**src/rtl/queue_load_scheduler.sv**
```systemverilog
// Job sequencer that clears, loads and starts the column/row operand queues of an
// N x N systolic array, then waits for drain. Optional RUN watchdog: SCHED_TIMEOUT_EN.
module queue_load_scheduler #(
  parameter int N              = 8,
  parameter int DATA_WIDTH     = 32,
  parameter int DRAIN_CYCLES   = 2 * N,
  parameter int TIMEOUT_CYCLES = 1024
) (
  input  logic                  clk_i,
  input  logic                  rst_i,
  input  logic                  go_i,
  input  logic                  in_valid_i,
  input  logic [DATA_WIDTH-1:0] in_data_i,
  output logic                  in_ready_o,
  output logic                  col_we_o,
  output logic [DATA_WIDTH-1:0] col_wdata_o,
  output logic                  col_wreset_o,
  output logic                  row_we_o,
  output logic [DATA_WIDTH-1:0] row_wdata_o,
  output logic                  row_wreset_o,
  output logic                  col_start_o,
  output logic                  row_start_o,
  input  logic                  col_empty_i,
  input  logic                  row_empty_i,
  output logic                  busy_o,
  output logic                  done_o,
  output logic                  err_o,
  output logic [2:0]            state_o
);

  localparam int WORDS   = N * N;
  localparam int CNT_W   = $clog2(WORDS + 1);
  localparam int DRAIN_W = $clog2(DRAIN_CYCLES + 1);

  typedef enum logic [2:0] {
    ST_IDLE     = 3'd0,
    ST_CLEAR    = 3'd1,
    ST_LOAD_COL = 3'd2,
    ST_LOAD_ROW = 3'd3,
    ST_START    = 3'd4,
    ST_RUN      = 3'd5,
    ST_DRAIN    = 3'd6,
    ST_DONE     = 3'd7
  } state_t;

  state_t             state_q, state_d;
  logic [CNT_W-1:0]   word_cnt_q;
  logic [1:0]         run_hold_q;
  logic [DRAIN_W-1:0] drain_cnt_q;

  logic hs;
  logic load_last;
  logic run_settled;
  logic drain_last;
  logic timeout_hit;

  assign hs          = in_valid_i & in_ready_o;
  assign load_last   = hs && (word_cnt_q == CNT_W'(WORDS - 1));
  assign run_settled = (run_hold_q == 2'd2);
  assign drain_last  = (drain_cnt_q == DRAIN_W'(DRAIN_CYCLES - 1));

  // NOTE: state and counters use non-blocking assignments so every register
  // samples the values from before this edge, independent of statement order.
  always_ff @(posedge clk_i) begin
    if (rst_i) state_q <= ST_IDLE;
    else       state_q <= state_d;
  end

  // The word count wraps to zero on the last word, which is exactly a load-state exit.
  always_ff @(posedge clk_i) begin
    if (rst_i)   word_cnt_q <= '0;
    else if (hs) word_cnt_q <= load_last ? '0 : word_cnt_q + CNT_W'(1);
  end

  // Queue empties are stale just after START; hold off for two RUN cycles.
  always_ff @(posedge clk_i) begin
    if (rst_i || state_q != ST_RUN) run_hold_q <= 2'd0;
    else if (!run_settled)          run_hold_q <= run_hold_q + 2'd1;
  end

  always_ff @(posedge clk_i) begin
    if (rst_i || state_q != ST_DRAIN) drain_cnt_q <= '0;
    else                              drain_cnt_q <= drain_cnt_q + DRAIN_W'(1);
  end

`ifdef SCHED_TIMEOUT_EN
  localparam int TO_W = $clog2(TIMEOUT_CYCLES + 1);

  logic [TO_W-1:0] run_cnt_q;
  logic            err_q;

  always_ff @(posedge clk_i) begin
    if (rst_i || state_q != ST_RUN) run_cnt_q <= '0;
    else                            run_cnt_q <= run_cnt_q + TO_W'(1);
  end

  assign timeout_hit = (state_q == ST_RUN) && (run_cnt_q == TO_W'(TIMEOUT_CYCLES - 1));

  always_ff @(posedge clk_i) begin
    if (rst_i)            err_q <= 1'b0;
    else if (timeout_hit) err_q <= 1'b1;
  end

  assign err_o = err_q;
`else
  // Watchdog limit is only meaningful in the timeout build.
  logic unused_timeout_cfg;
  assign unused_timeout_cfg = (TIMEOUT_CYCLES > 0);
  assign timeout_hit        = 1'b0;
  assign err_o              = 1'b0;
`endif

  // NOTE: state_d gets a default before the case so no path leaves it unassigned,
  // which would otherwise infer a latch.
  always_comb begin
    state_d = state_q;
    unique case (state_q)
      ST_IDLE:     if (go_i) state_d = ST_CLEAR;
      ST_CLEAR:    state_d = ST_LOAD_COL;
      ST_LOAD_COL: if (load_last) state_d = ST_LOAD_ROW;
      ST_LOAD_ROW: if (load_last) state_d = ST_START;
      ST_START:    state_d = ST_RUN;
      ST_RUN: begin
        if (timeout_hit)                                     state_d = ST_DONE;
        else if (run_settled && col_empty_i && row_empty_i) state_d = ST_DRAIN;
      end
      ST_DRAIN:    if (drain_last) state_d = ST_DONE;
      ST_DONE:     state_d = ST_IDLE;
      default:     state_d = ST_IDLE;
    endcase
  end

  always_comb begin
    in_ready_o   = 1'b0;
    col_we_o     = 1'b0;
    col_wdata_o  = '0;
    col_wreset_o = 1'b0;
    row_we_o     = 1'b0;
    row_wdata_o  = '0;
    row_wreset_o = 1'b0;
    col_start_o  = 1'b0;
    row_start_o  = 1'b0;
    done_o       = 1'b0;
    unique case (state_q)
      ST_CLEAR: begin
        col_wreset_o = 1'b1;
        row_wreset_o = 1'b1;
      end
      ST_LOAD_COL: begin
        in_ready_o  = 1'b1;
        col_we_o    = in_valid_i;
        col_wdata_o = in_valid_i ? in_data_i : '0;
      end
      ST_LOAD_ROW: begin
        in_ready_o  = 1'b1;
        row_we_o    = in_valid_i;
        row_wdata_o = in_valid_i ? in_data_i : '0;
      end
      ST_START: begin
        col_start_o = 1'b1;
        row_start_o = 1'b1;
      end
      ST_DONE:  done_o = 1'b1;
      default: ;
    endcase
  end

  assign busy_o  = (state_q != ST_IDLE);
  assign state_o = state_q;

endmodule

```
**config.mk**
```make
export PLATFORM = sky130hd
export DESIGN_NAME = queue_load_scheduler
export DESIGN_NICKNAME = d
export VERILOG_FILES = /design/src/rtl/queue_load_scheduler.sv
export SDC_FILE = /design/constraint.sdc
export NUM_CORES = 1
export LEC_CHECK = 0
export ABC_AREA = 1
export CAP_MARGIN = 5
export CORE_ASPECT_RATIO = 1.4
export CORE_MARGIN = 2
export CORE_UTILIZATION = 30
export DETAILED_ROUTE_END_ITERATION = 12
export HOLD_SLACK_MARGIN = 0.05
export PLACE_DENSITY = 0.77
export REMOVE_ABC_BUFFERS = 1
export SLEW_MARGIN = 20
export SYNTH_ARGS = -nofsm -noshare
export SYNTH_HDL_FRONTEND = slang
export SYNTH_SLANG_ARGS = --single-unit
```
**constraint.sdc**
```tcl
create_clock -name clk_i -period 2.6 [get_ports clk_i]
set_input_delay 0.52 -clock clk_i [delete_from_list [all_inputs] [get_ports clk_i]]
set_output_delay 0.52 -clock clk_i [all_outputs]
set_load 0.005 [all_outputs]
```
Figure 1. PDN straps and rails.
Scale bar: 20 µm. Pins as bars on the die edge.
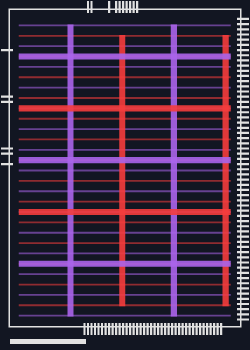
net	color
VDD	red
VSS	purple
met1 rails	29
rows	28
Core Region: 4240 µm²
Peak VDD IR: 0.418 mV
die height: 82.9 µm

Figure 2. Cell classes on the final placement.
Fill, decap, tap and diode cells in gray.
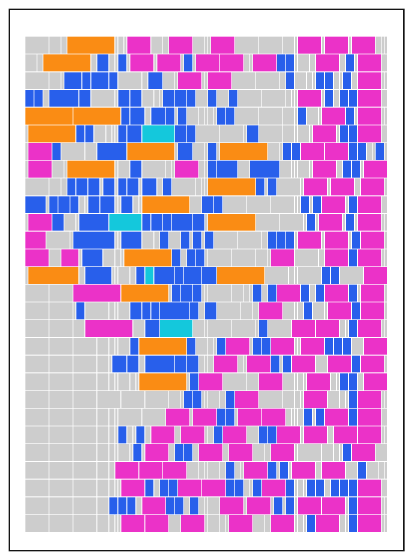
class	color	cells	share of their area
combinational and other logic	blue	200	37%
other buffers and delay cells	magenta	116	47%
clock drivers and dummy loads	cyan	4	1.8%
flops	orange	17	14%
fin util: 60.4%
post-route cell area: 2560 µm²
Rows: 28
Seq area share: 13.3%

Figure 3. Routed clock nets over the placement.
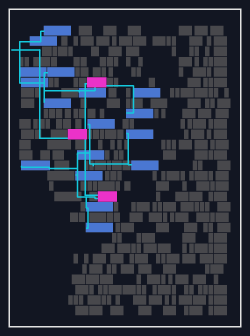
[clock wires] cyan | length: 226 µm
[flip-flops] blue | count: 17
[clock drivers] magenta | count: 3
routed clock nets	4
Final Skew: 0.00503 ns
Power Clock: 0.197 mW
Clock power frac: 17.1%
clk ins delay skew pair: 0.25 ns

Figure 4. Routed metal, one color a layer.
Scale bar: 20 µm. Only two layers are drawn.
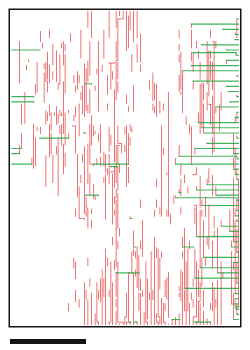
layer	color	wire length
metal 2	red	2090 µm
metal 3	green	392 µm
drt total wl: 4290 µm
GRT Total Usage: 16.9%
post-DR wirelength/cell: 10.8 µm
DR vias: 1723

Figure 5. Clock routing.
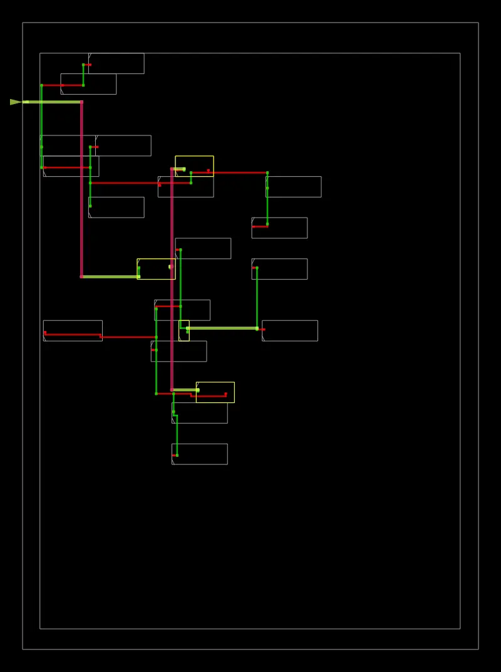
clkbuf count: 4
CTS Sinks: 17
flop count: 17

==> flow_metrics.env <==
# yosys + openroad results
export IMPL_rsz0062_at_grt="no"
export IMPL_placed_area_um2=2520
export IMPL_path_class="reg2out"
export IMPL_postCtsHoldBufs=0
export IMPL_end_kind="primary output"
export IMPL_setup_tns_ns=0
export IMPL_r2r_end="word_cnt_q[5]"
export IMPL_nNetsFinal=380
export IMPL_die_area_um2=5010
export IMPL_ctsResizeCount=1
export IMPL_yosysCellCount=228
export IMPL_die_w_um=60.4
export IMPL_area_leaders="dfxtp_1 25%, nor2_1 23%, inv_1 13%"
export IMPL_period_used_pct=93.0
export IMPL_ys_area_um2=1340
export IMPL_syn_inst=228
export IMPL_power_switching_mw=0.407
export IMPL_drc=0
export IMPL_worstHoldPathType="reg2reg"
export IMPL_cp_required_ns=2.08
export IMPL_cp_slowest_cell="dfxtp_1"
export IMPL_largest_reg_flops=7
export IMPL_ys_sh_adder_pct=3.75
export IMPL_setup_violations=0
export IMPL_grt_use_met1_pct=18.9
export IMPL_met2_usage_pct=29.4
export IMPL_comb_cells=150
export IMPL_compound_area_share_pct=5.81
export IMPL_min_delay_start="drain_cnt_q[0]"
export IMPL_ff_type="dfxtp_1"
export IMPL_cts_tree="done"
export IMPL_p_int_mw=0.743
export IMPL_inverters=50
export IMPL_top_area_share_pct=25.5
export IMPL_route_met2_wl_um=2090
export IMPL_crit_family="buffers and inverters"
export IMPL_io_pin_count=115
export IMPL_hold_path_depth=1
export IMPL_cap_violations=0
export IMPL_synth_cell_types=29
export IMPL_outcome="finished, final reports clean"
export IMPL_io_buffers=113
export IMPL_syn_cell_area_um2=1340
export IMPL_drive_gt1_share_pct=5.93
export IMPL_first_iter_violations=66
export IMPL_largest_area_cell="dfxtp_1"
export IMPL_drtPass1Iterations=4
export IMPL_preCtsSetupSlack_ns=-0.0103
export IMPL_vias_per_cell=4.34
export IMPL_cp_endpoint="row_wdata_o[4]"
export IMPL_clkTransAtPathRegs_ns=0.06
export IMPL_cts_buffers=3
export IMPL_ys_sh_mux_pct=0
export IMPL_common_cells="83 x nor2_1, 47 x inv_1, 17 x dfxtp_1, 15 x nand2_1, 12 x nand3_1"
export IMPL_grt_pass1_vias=1536
export IMPL_power_leakage_nw=1.18
export IMPL_swShare_pct=35.4
export IMPL_max_stage_delay_ns=0.55
export IMPL_place_hpwl_um=3520
export IMPL_largest_class="non-clock buffers"
export IMPL_synth_flops=17
export IMPL_arrival_ns=1.90
export IMPL_crit_start="state_o[0]"
export IMPL_fp_util_pct=31.5
export IMPL_tap_cells=60
export IMPL_warnings=25
export IMPL_clock_tree_root_cell="clkbuf_8"
No activity file was given, so power comes from the tool's default toggle rates.
